[config.mk]
export PLATFORM = sky130hd
export DESIGN_NAME = nd_1to2
export DESIGN_NICKNAME = d
export VERILOG_FILES = /design/src/rtl/nd_1to2_pkg.sv /design/src/rtl/nd_1to2_ns_msg_fifo.sv /design/src/rtl/nd_1to2.sv
export SDC_FILE = /design/constraint.sdc
export NUM_CORES = 1
export LEC_CHECK = 0
export CORE_UTILIZATION = 45
export CTS_CLUSTER_SIZE = 14
export DETAILED_ROUTE_END_ITERATION = 8
export PLACE_DENSITY = 0.69
export SKIP_CTS_REPAIR_TIMING = 1
export SLEW_MARGIN = 20
export SYNTH_ARGS = -nofsm -noshare
export SYNTH_HDL_FRONTEND = slang
export SYNTH_SLANG_ARGS = --single-unit
[constraint.sdc]
create_clock -name i_clk -period 2.18 [get_ports i_clk]
set_input_delay 0.218 -clock i_clk [delete_from_list [all_inputs] [get_ports i_clk]]
set_output_delay 0.218 -clock i_clk [all_outputs]
set_load 0.01 [all_outputs]
[src/rtl/nd_1to2_pkg.sv]
// Shared types and default sizes for the 1-to-2 routing splitter.
package nd_1to2_pkg;

   localparam int unsigned NS_MESSAGE_FIFO_SIZE = 4;
   localparam int unsigned NS_ADDRESS_SIZE      = 8;
   localparam int unsigned NS_DATA_SIZE         = 8;

   typedef enum logic {
      ST_INIT = 1'b0,
      ST_RUN  = 1'b1
   } node_state_e;

   // Pointer width carries one extra wrap bit so full and empty differ.
   function automatic int unsigned ptr_width(input int unsigned depth);
      return $clog2(depth) + 1;
   endfunction

endpackage

[src/rtl/nd_1to2_ns_msg_fifo.sv]
// Message FIFO (ns_msg_fifo): head/tail pointers with a wrap bit, read data
// presented combinationally from the tail entry.
module ns_msg_fifo
   import nd_1to2_pkg::*;
#(
   parameter int unsigned FSZ = NS_MESSAGE_FIFO_SIZE,
   parameter int unsigned ASZ = NS_ADDRESS_SIZE,
   parameter int unsigned DSZ = NS_DATA_SIZE
) (
   input  logic                     i_clk,
   input  logic                     reset,
   input  logic                     clr,
   input  logic                     wr_en,
   input  logic                     rd_en,
   input  logic [2*ASZ+DSZ-1:0]     din,
   output logic [2*ASZ+DSZ-1:0]     dout,
   output logic                     full,
   output logic                     empty
);

   localparam int unsigned PW = ptr_width(FSZ);
   localparam int unsigned AW = PW - 1;
   localparam logic [PW-1:0] PTR_ONE = {{(PW-1){1'b0}}, 1'b1};

   logic [2*ASZ+DSZ-1:0] mem [FSZ];
   logic [PW-1:0]        head;
   logic [PW-1:0]        tail;

   assign empty = (head == tail);
   assign full  = (head[PW-1] != tail[PW-1]) && (head[AW-1:0] == tail[AW-1:0]);
   assign dout  = mem[tail[AW-1:0]];

   always_ff @(posedge i_clk) begin
      if (reset || clr) begin
         head <= '0;
         tail <= '0;
      end else begin
         if (wr_en && !full)
            head <= head + PTR_ONE;
         if (rd_en && !empty)
            tail <= tail + PTR_ONE;
      end
   end

   always_ff @(posedge i_clk) begin
      if (wr_en && !full)
         mem[head[AW-1:0]] <= din;
   end

endmodule

[src/rtl/nd_1to2.sv]
// 1-to-2 routing splitter: one 4-phase input steered by dst into two FIFOs,
// each draining onto its own 4-phase output. Optional counters: ND_1TO2_CNT_EN.
module nd_1to2
   import nd_1to2_pkg::*;
#(
   parameter int unsigned FSZ = NS_MESSAGE_FIFO_SIZE,
   parameter int unsigned ASZ = NS_ADDRESS_SIZE,
   parameter int unsigned DSZ = NS_DATA_SIZE
) (
   input  logic           i_clk,
   input  logic           reset,
   output logic           ready,
   input  logic [ASZ-1:0] rcv0_src,
   input  logic [ASZ-1:0] rcv0_dst,
   input  logic [DSZ-1:0] rcv0_dat,
   input  logic           rcv0_req,
   output logic           rcv0_ack,
   output logic [ASZ-1:0] snd0_src,
   output logic [ASZ-1:0] snd0_dst,
   output logic [DSZ-1:0] snd0_dat,
   output logic           snd0_req,
   input  logic           snd0_ack,
   output logic [ASZ-1:0] snd1_src,
   output logic [ASZ-1:0] snd1_dst,
   output logic [DSZ-1:0] snd1_dat,
   output logic           snd1_req,
   input  logic           snd1_ack
`ifdef ND_1TO2_CNT_EN
   ,
   output logic [15:0]    cnt0,
   output logic [15:0]    cnt1
`endif
);

   localparam int unsigned MW = 2*ASZ + DSZ;
   localparam logic [ASZ-1:0] SPLIT = {1'b1, {(ASZ-1){1'b0}}};

   node_state_e state, state_nx;
   logic          init;
   logic          sel, tgt_full, accept;
   logic          wr0, wr1, rd0, rd1;
   logic          full0, full1, empty0, empty1;
   logic [MW-1:0] din, dout0, dout1;

   assign ready = (state == ST_RUN);
   assign init  = (state == ST_INIT);
   assign din   = {rcv0_src, rcv0_dst, rcv0_dat};

   always_ff @(posedge i_clk) begin
      if (reset)
         state <= ST_INIT;
      else
         state <= state_nx;
   end

   always_comb begin
      state_nx = state;
      if (state == ST_INIT)
         state_nx = ST_RUN;
   end

   always_comb begin
      sel      = (rcv0_dst >= SPLIT);
      tgt_full = sel ? full1 : full0;
      accept   = ready && rcv0_req && !rcv0_ack && !tgt_full;
      wr0      = accept && !sel;
      wr1      = accept && sel;
      rd0      = ready && !snd0_req && !snd0_ack && !empty0;
      rd1      = ready && !snd1_req && !snd1_ack && !empty1;
   end

   ns_msg_fifo #(.FSZ(FSZ), .ASZ(ASZ), .DSZ(DSZ)) u_fifo0 (
      .i_clk(i_clk), .reset(reset), .clr(init),
      .wr_en(wr0), .rd_en(rd0), .din(din),
      .dout(dout0), .full(full0), .empty(empty0)
   );

   ns_msg_fifo #(.FSZ(FSZ), .ASZ(ASZ), .DSZ(DSZ)) u_fifo1 (
      .i_clk(i_clk), .reset(reset), .clr(init),
      .wr_en(wr1), .rd_en(rd1), .din(din),
      .dout(dout1), .full(full1), .empty(empty1)
   );

   // Init cycle behaves like reset so no channel moves until ready is high.
   always_ff @(posedge i_clk) begin
      if (reset || init) begin
         rcv0_ack <= 1'b0;
         snd0_req <= 1'b0;
         snd1_req <= 1'b0;
         {snd0_src, snd0_dst, snd0_dat} <= '0;
         {snd1_src, snd1_dst, snd1_dat} <= '0;
`ifdef ND_1TO2_CNT_EN
         cnt0 <= '0;
         cnt1 <= '0;
`endif
      end else begin
         if (accept)
            rcv0_ack <= 1'b1;
         else if (!rcv0_req && rcv0_ack)
            rcv0_ack <= 1'b0;

         if (rd0) begin
            {snd0_src, snd0_dst, snd0_dat} <= dout0;
            snd0_req <= 1'b1;
         end else if (snd0_req && snd0_ack) begin
            snd0_req <= 1'b0;
         end

         if (rd1) begin
            {snd1_src, snd1_dst, snd1_dat} <= dout1;
            snd1_req <= 1'b1;
         end else if (snd1_req && snd1_ack) begin
            snd1_req <= 1'b0;
         end
`ifdef ND_1TO2_CNT_EN
         if (snd0_req && snd0_ack)
            cnt0 <= cnt0 + 16'd1;
         if (snd1_req && snd1_ack)
            cnt1 <= cnt1 + 16'd1;
`endif
      end
   end

endmodule

==> flow_summary.toml, run 1 <==
# implementation run metrics
[run_status]
result_of_the_run = "completed"

[setup_path]
timing.critical_path.cells = "buf_4, xnor2_1, a31oi_1, and2_1, buf_4"
worst_path_largest_cell_delay_ns = 0.43
crit-reg2reg-launch = "u_fifo0.tail[0]"
critical-path-slowest-cell = "sky130_fd_sc_hd__a31oi_1"
destination_of_the_worst_register_to_register_timing_path = "u_fifo0.mem[0][6]"
worstPathRequired_ns = 2.39
timing.reg2reg.setup_slack_ns = 0.15
arrival_ns = 2.24
worst-path-stages = 5
critPathKind = "register to register"
path_max_fanout = 15
path_common_cell = "sky130_fd_sc_hd__buf_4"

[detailed_routing]
via_count = 5163
post_drt_via_cell_ratio = 5.24
first_pass_drt_iterations = 6
avgRoutedWirePerCell_um = 19.5
drc_errors = 0

[yosys]
ys_cells = 580
synth_adder_area_share = 0.0125
top_cell_area_share = 0.578
netlist_area_um2 = 9970
synthSimpleGateAreaFrac = 0.0652
netlist_logic_family_top = "multiplexers"
synthArstFlopShare = 0
ranking_of_synthesized_cells_by_area = "sky130_fd_sc_hd__edfxtp_1 58%, sky130_fd_sc_hd__dfxtp_1 13%, sky130_fd_sc_hd__mux4_2 11%"
mux_share = 0.165
yosysUniqueCellTypes = 38
synth_sequential_area_ratio = 0.707
synth_top_cell_by_count = "sky130_fd_sc_hd__edfxtp_1"
synth.cells.most_frequent = "192 x sky130_fd_sc_hd__edfxtp_1, 111 x sky130_fd_sc_hd__nand2_1, 64 x sky130_fd_sc_hd__dfxtp_1"
synth_cells = 580
syn_avg_cell_area_um2 = 17.2
yosys.area_share.xor_xnor = 0.0103
mappedNetlistNets = 619
ys_area_um2 = 9970
area_fraction_in_compound_gates = 0.0151
synthFlopType = "sky130_fd_sc_hd__edfxtp_1"
synth-seq-cells = 256
yosysTopAreaCell = "sky130_fd_sc_hd__edfxtp_1"

[floorplan]
rows = 54
die_area_um2 = 22800
design.core.area_um2 = 21800
floorplan.initialDensity = 0.458

[finish]
finish.instance_area_um2 = 12100
area.growth.synth_to_final_pct = 21.1
post_layout_nonfiller_instances = 986
post-route-util = 0.555
post_route_cells_drive_above_1_share = 0.174
fillCellCount = 1699

[hold_path]
min_delay_path_depth = 2
min_to = "snd1_req"
timing.hold.worst.start = "snd1_ack"
min_path_type = "input port to register"

[clock_network]
largest_buffer_count_on_any_clock_path = 3
tritoncts = "built"
cts_htree_levels = 1
cts.clk_slew.worst_paths_ns = 0.06
numCtsBuffers = 26
cts.sink_count = 256
root_buffer = "sky130_fd_sc_hd__clkbuf_16"

[timing]
layout_min_cycle_time_ns = 2.03
final_sum_of_negative_setup_slack_ns = 0
final_hold_viol_count = 0
finalSetupViolCount = 0
maximum_achievable_frequency_mhz = 492
timing_worst_slew_pin_value_ns = 0.929
relative_max_transition_margin = 0.380
final.setup_skew_ns = 0.00907
slew_violations = 0

[global_route]
grt_pass1_vias = 5583
grt.total_usage = 0.178
grt_pass1_wl_um = 30600
grt_antenna_before_repair = 0
globalRouteOverflowTotal = 0

[power]
power_mw = 9.83
vdd.ir_drop.worst_v = 0.000512

[placed_design]
postPlaceCellArea_um2 = 11300
placed_cells = 938
place_hpwl_um = 12300
gp_congestion = 0.737
## run 1: metal layers
layer,global-route usage,part of all wire,up-vias
met4,0.0485,0.020,0
met5,0,0,-
met2,0.306,0.50,96
met3,0.0268,0.040,29
met1,0.236,0.44,2616
li1,-,-,2422
## run 1: final cells by class
type,count,area (um2),area share
clock buffers,35,716,0.0593
well taps,280,350,0.0290
inverters,9,33.8,0.00280
flip-flops and latches,256,7050,0.584
multi-input cells,283,2700,0.223
repair buffers,110,1130,0.0932
clock inverters,13,108,0.00891
## run 1: how the worst max path moves through the flow
stage / slack (ns) / start / endpoint
after floorplan: 0.06 / ready / u_fifo1.mem[3][0]
after detailed placement: -0.06 / rcv0_dst[7] / u_fifo0.mem[0][6]
final: 0.15 / u_fifo0.tail[0] / u_fifo0.mem[0][6]
after global placement: 0.08 / rcv0_dst[7] / u_fifo0.mem[2][7]
after CTS: 0.12 / u_fifo0.tail[0] / u_fifo0.mem[0][9]
after global routing: 0.03 / u_fifo0.head[2] / u_fifo0.tail[0]
## run 1: registers in the layout (all words and copies together), names as in the netlist
register,count
rcv0_ack,1
snd0_src,8
u_fifo0.tail,3
snd1_src,8
u_fifo0.head,3
snd0_req,1
snd0_dat,8
snd1_req,1
snd0_dst,8
u_fifo1.tail,3
u_fifo0.mem,96
snd1_dst,8
u_fifo1.head,3
u_fifo1.mem,96
snd1_dat,8
ready,1
## run 1: per-stage QoR
step,hold slack [ns],setup WS [ns]
after CTS,0.300,0.124
after floorplan,0.275,0.0612
after global routing,0.300,0.0255
after global placement,0.443,0.0843
final,0.317,0.146
after detailed placement,0.453,-0.0590
## run 1: cell usage in the layout, fill, tap and decap left out, drive strengths merged, types with 3 or more instances in the layout
cell type / netlist / routed
edfxtp: 192 / 192
nand2: 111 / 111
clkdlybuf4s50: 0 / 80
dfxtp: 64 / 64
mux2i: 56 / 56
mux4: 48 / 48
clkbuf: 11 / 35
buf: 21 / 30
clkinv: 0 / 11
ha: 10 / 10
inv: 9 / 9
and2: 8 / 8
xor2: 6 / 6
xnor2: 4 / 4
o211ai: 4 / 4
nor3: 4 / 4
nand4bb: 3 / 3
nand2b: 3 / 3
a311o: 3 / 3
## run 1: report_power, final
group	switching [mW]	internal [mW]
Sequential	0.0123	5.27
Clock	1.74	2.53
Combinational	0.161	0.120
Total	1.91	7.92
## run 1: logic make-up after synthesis
kind of cell    after synthesis
xor+xnor                     10
mux                         104
flops                       256
fa+ha+maj                    10
compound gates               17
buf+inv                      41
simple gates                142
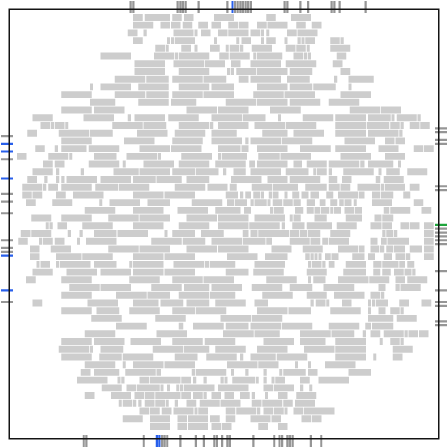
Figure 1: run 1, ports around the boundary.
Pins as bars across the die edge, other pins in grey.
snd0_dat -> blue  # pins 8, direction output, edge 5 left, 2 bottom, 1 top
reset -> green  # pins 1, direction input, edge right
all pins by edge = 25 bottom, 24 top, 18 right, 14 left
chip height: 151 um
die extent in x: 151 um
number of port buffers: 80

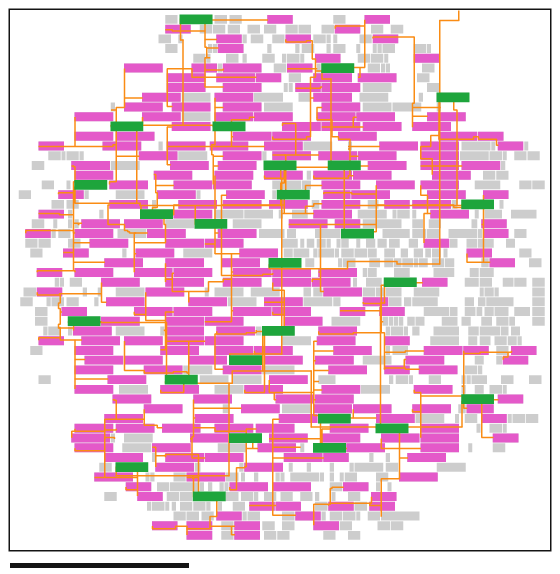
Figure 2: run 1, clock wires, drivers and flops.
Scale bar: 50 um.
clock wires -> orange  # length 2,850 um
cells driving clock nets -> green  # count 26
flip-flops -> magenta  # count 256
flops lie = all over the die

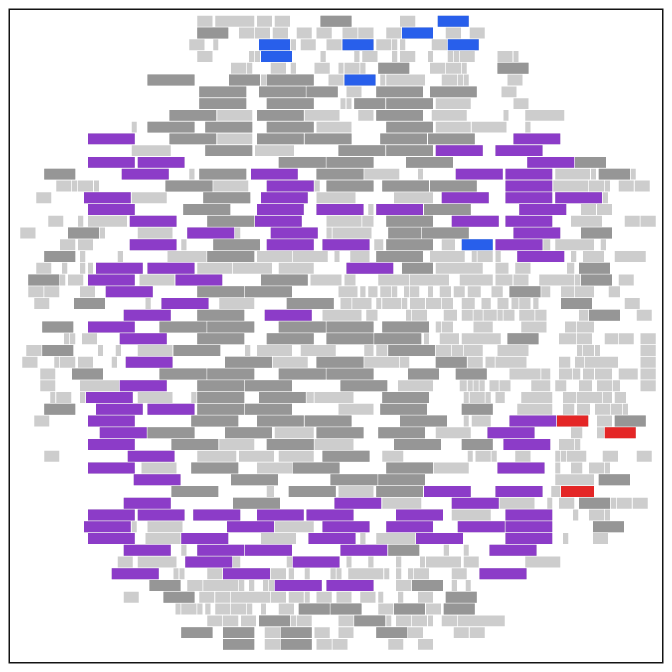
Figure 3: run 1, where the registers sit.
u_fifo1.mem -> purple  # flops 96
snd0_src -> blue  # flops 8, where top middle
u_fifo1.tail -> red  # flops 3
not coloured = 149

## Run 2: what changed since run 1
Settings changed: ABC_CLOCK_PERIOD_IN_PS set to 2180, DONT_BUFFER_PORTS set to 1, PLACE_DENSITY 0.69 to 0.59.
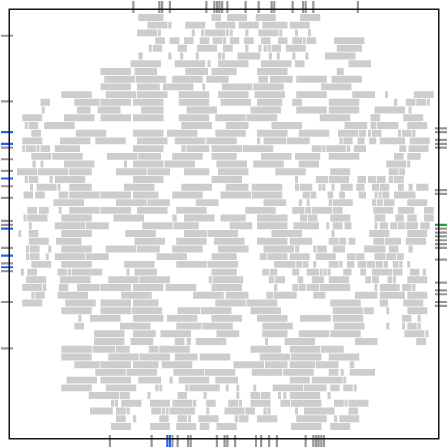
Figure 4: run 2, ports around the boundary.
Pins as bars across the die edge, other pins in grey.
snd0_dat -> blue  # pins 8, direction output, edge 6 left, 2 bottom
reset -> green  # pins 1, direction input, edge right

==> run 2 against run 1 <==
Net effect: design area is 4.8% lower; clock-buffer cell count is 2 higher; first-iteration DRC count is 15% higher; fmax is 12% higher; hold slack worse by 0.28 ns; sequential cell count stayed put; die area stayed put; synthesized area stayed put; register-to-register slack better by 0.22 ns; sequential share of layout area is 3.0 points higher; sequential power hardly changed; critical endpoint is now u_fifo0.mem[1][3].
==> flow_summary.toml, run 2 <==
# implementation run metrics
[timing]
final_sum_of_negative_setup_slack_ns = 0
timing.final.crit_share = 0.833
final.setup_skew_ns = 0.00875
relative_max_transition_margin = 0.651
finalSetupViolCount = 0
layout_min_cycle_time_ns = 1.82
rsz_0062_raised_after_global_routing = "no"
slew_violations = 0
timing_worst_slew_pin_value_ns = 0.523
maximum_achievable_frequency_mhz = 551
final_hold_viol_count = 0

[finish]
post-route-util = 0.528
finish.net_count = 668
post_route_cells_drive_above_1_share = 0.186
antenna_cells = 0
fillCellCount = 1757
lay_top_cells = "192 x sky130_fd_sc_hd__edfxtp_1, 111 x sky130_fd_sc_hd__nand2_1, 62 x sky130_fd_sc_hd__dfxtp_1"
area.growth.synth_to_final_pct = 15.3
layout.cells.most_common = "sky130_fd_sc_hd__edfxtp_1"

[global_route]
grt_max_degree = 120
grt_pass1_wl_um = 29100
grt.total_usage = 0.172
globalRouteOverflowTotal = 0
grt_antenna_before_repair = 0
grt_pass1_vias = 5115

[floorplan]
io_pins = 81
fp.dieH_um = 151
fp.dieW_um = 151
die_area_um2 = 22800
rows = 54
design.core.area_um2 = 21800
floorplan.initialDensity = 0.458

[clock_network]
cts_htree_levels = 1
largest_buffer_count_on_any_clock_path = 3
numCtsBuffers = 27
clock_latency_at_the_later_pin_of_the_worst_skew_pair_ns = 0.52
tritoncts = "built"
root_buffer = "sky130_fd_sc_hd__clkbuf_16"
cts.clk_slew.worst_paths_ns = 0.06
cts.sink_count = 256

[yosys]
ys_area_um2 = 9970
synth_sequential_area_ratio = 0.707
ys_cells = 580
synth-seq-cells = 256
synth.yosys.warnings = 0
synth_cells = 580
synthFlopType = "sky130_fd_sc_hd__edfxtp_1"
syn_avg_cell_area_um2 = 17.2
synth.cells.most_frequent = "192 x sky130_fd_sc_hd__edfxtp_1, 111 x sky130_fd_sc_hd__nand2_1, 64 x sky130_fd_sc_hd__dfxtp_1"
synth-edff-count = 192
synthArstFlopShare = 0
netlist_area_um2 = 9970
top_cell_area_share = 0.578
yosysUniqueCellTypes = 38
synth_top_cell_by_count = "sky130_fd_sc_hd__edfxtp_1"
ranking_of_synthesized_cells_by_area = "sky130_fd_sc_hd__edfxtp_1 58%, sky130_fd_sc_hd__dfxtp_1 13%, sky130_fd_sc_hd__mux4_2 11%"
yosysTopAreaCell = "sky130_fd_sc_hd__edfxtp_1"
mappedNetlistNets = 619

[detailed_routing]
drc_errors = 0
via_count = 5003
drt.antenna.violating_nets = 0
totalWireLength_um = 19200
first_pass_drt_iterations = 4
post_drt_via_cell_ratio = 5.39
dr.first_iter.drc_count = 371
avgRoutedWirePerCell_um = 20.6

[setup_path]
reg2reg_depth = 4
startpoint_of_the_most_critical_setup_path = "u_fifo0.head[1]"
kind_of_end_point_of_the_critical_path = "register"
worst_setup_path_start_kind = "register"
critPathKind = "register to register"
timing.reg2reg.setup_slack_ns = 0.36
destination_of_the_worst_register_to_register_timing_path = "u_fifo0.mem[1][3]"
path_max_fanout = 14
worstPathRequired_ns = 2.38
arrival_ns = 2.02
crit-reg2reg-launch = "u_fifo0.head[1]"
cp-endpoint = "u_fifo0.mem[1][3]"

[hold_path]
min_path_type = "input port to register"

[placed_design]
place_hpwl_um = 11600
place.port_buffers = 0
gp_congestion = 0.756

[run]
warning_count = 34
max_cap_viol_count = 0

[power]
p_comb_frac = 0.025
cell_internal_pwr_mw = 7.83
power.share.sequential = 0.542
fraction_of_power_spent_switching_nets = 0.198
vdd.ir_drop.worst_v = 0.000506
power.static_leakage_nw = 4.04
power_switching_mw = 1.93
clock_power_share = 0.433
power_density_nw_per_um2 = 849

[run_status]
result_of_the_run = "completed"
-- run 2: cell counts after synthesis --
No cell type changed its count.
-- run 2: worst min-delay path by stage --
stage	from	end	cells after the start
finish	reset	u_fifo1.head[2]	3
global route	rcv0_req	u_fifo0.head[2]	3
global placement	reset	ready	1
detailed placement	reset	ready	1
CTS	reset	ready	1
floorplan	reset	ready	1
-- run 2: worst max-delay path, cell delays in order, from the launching register on --
cell	delay (ns)
sky130_fd_sc_hd__dfxtp_1	0.46
sky130_fd_sc_hd__xnor2_1	0.15
sky130_fd_sc_hd__a31oi_1	0.38
sky130_fd_sc_hd__and2_1	0.23
sky130_fd_sc_hd__buf_4	0.26
-- run 2: power by group through the flow --
stage,clock network [mW],logic (mW),registers [mW]
3_3_place_gp,0,0.160,5.39
6_report,4.23,0.247,5.28
3_5_place_dp,0,0.163,5.39
2_1_floorplan,0,0.119,5.39
5_1_grt,4.53,0.270,5.29
4_1_cts,4.35,0.164,5.29
-- run 2: logic make-up (layout without fill, tap and decap cells) --
logic type,after synthesis,in the layout,synth area share
AND-OR/OR-AND,17,17,0.0151
XOR/XNOR,10,10,0.0103
adder cells (fa/ha/maj),10,10,0.0125
multiplexers,104,104,0.165
AND/OR/NAND/NOR,142,142,0.0652
flip-flops,256,256,0.707
buffers and inverters,41,110,0.0256
-- run 2: per-layer routing --
metal  share of wire  vias to the layer above  global-route usage
met4           0.013                        0              0.0385
met2            0.50                      118               0.287
li1                -                     2302                   -
met1            0.44                     2556               0.234
met5               0                        -                   0
met3           0.050                       27              0.0352
-- run 2: cell type report --
type	instances	area, um2	share of cell area
clock inverter	12	85.1	0.00740
tap	280	350	0.0305
sequential	256	7050	0.613
inverter	9	33.8	0.00294
timing repair buffer	52	548	0.0477
clock buffer	37	733	0.0638
multi-input combinational	283	2700	0.234
-- run 2: stage by stage --
| step | power [mW] | setup slack, ns | hold slack [ns] | instance area [um2] | cells |
|---|---|---|---|---|---|
| after floorplan | 5.50 | 0.0612 | 0.275 | 9970 | 580 |
| after global placement | 5.55 | 0.436 | 0.278 | 10400 | 852 |
| after detailed placement | 5.55 | 0.405 | 0.280 | 10400 | 852 |
| after CTS | 9.80 | 0.385 | -0.264 | 11200 | 901 |
| after global routing | 10.1 | 0.237 | 0.0398 | 11500 | 929 |
| final | 9.76 | 0.364 | 0.0380 | 11500 | 929 |
Power is estimated from default activity; no workload was simulated.
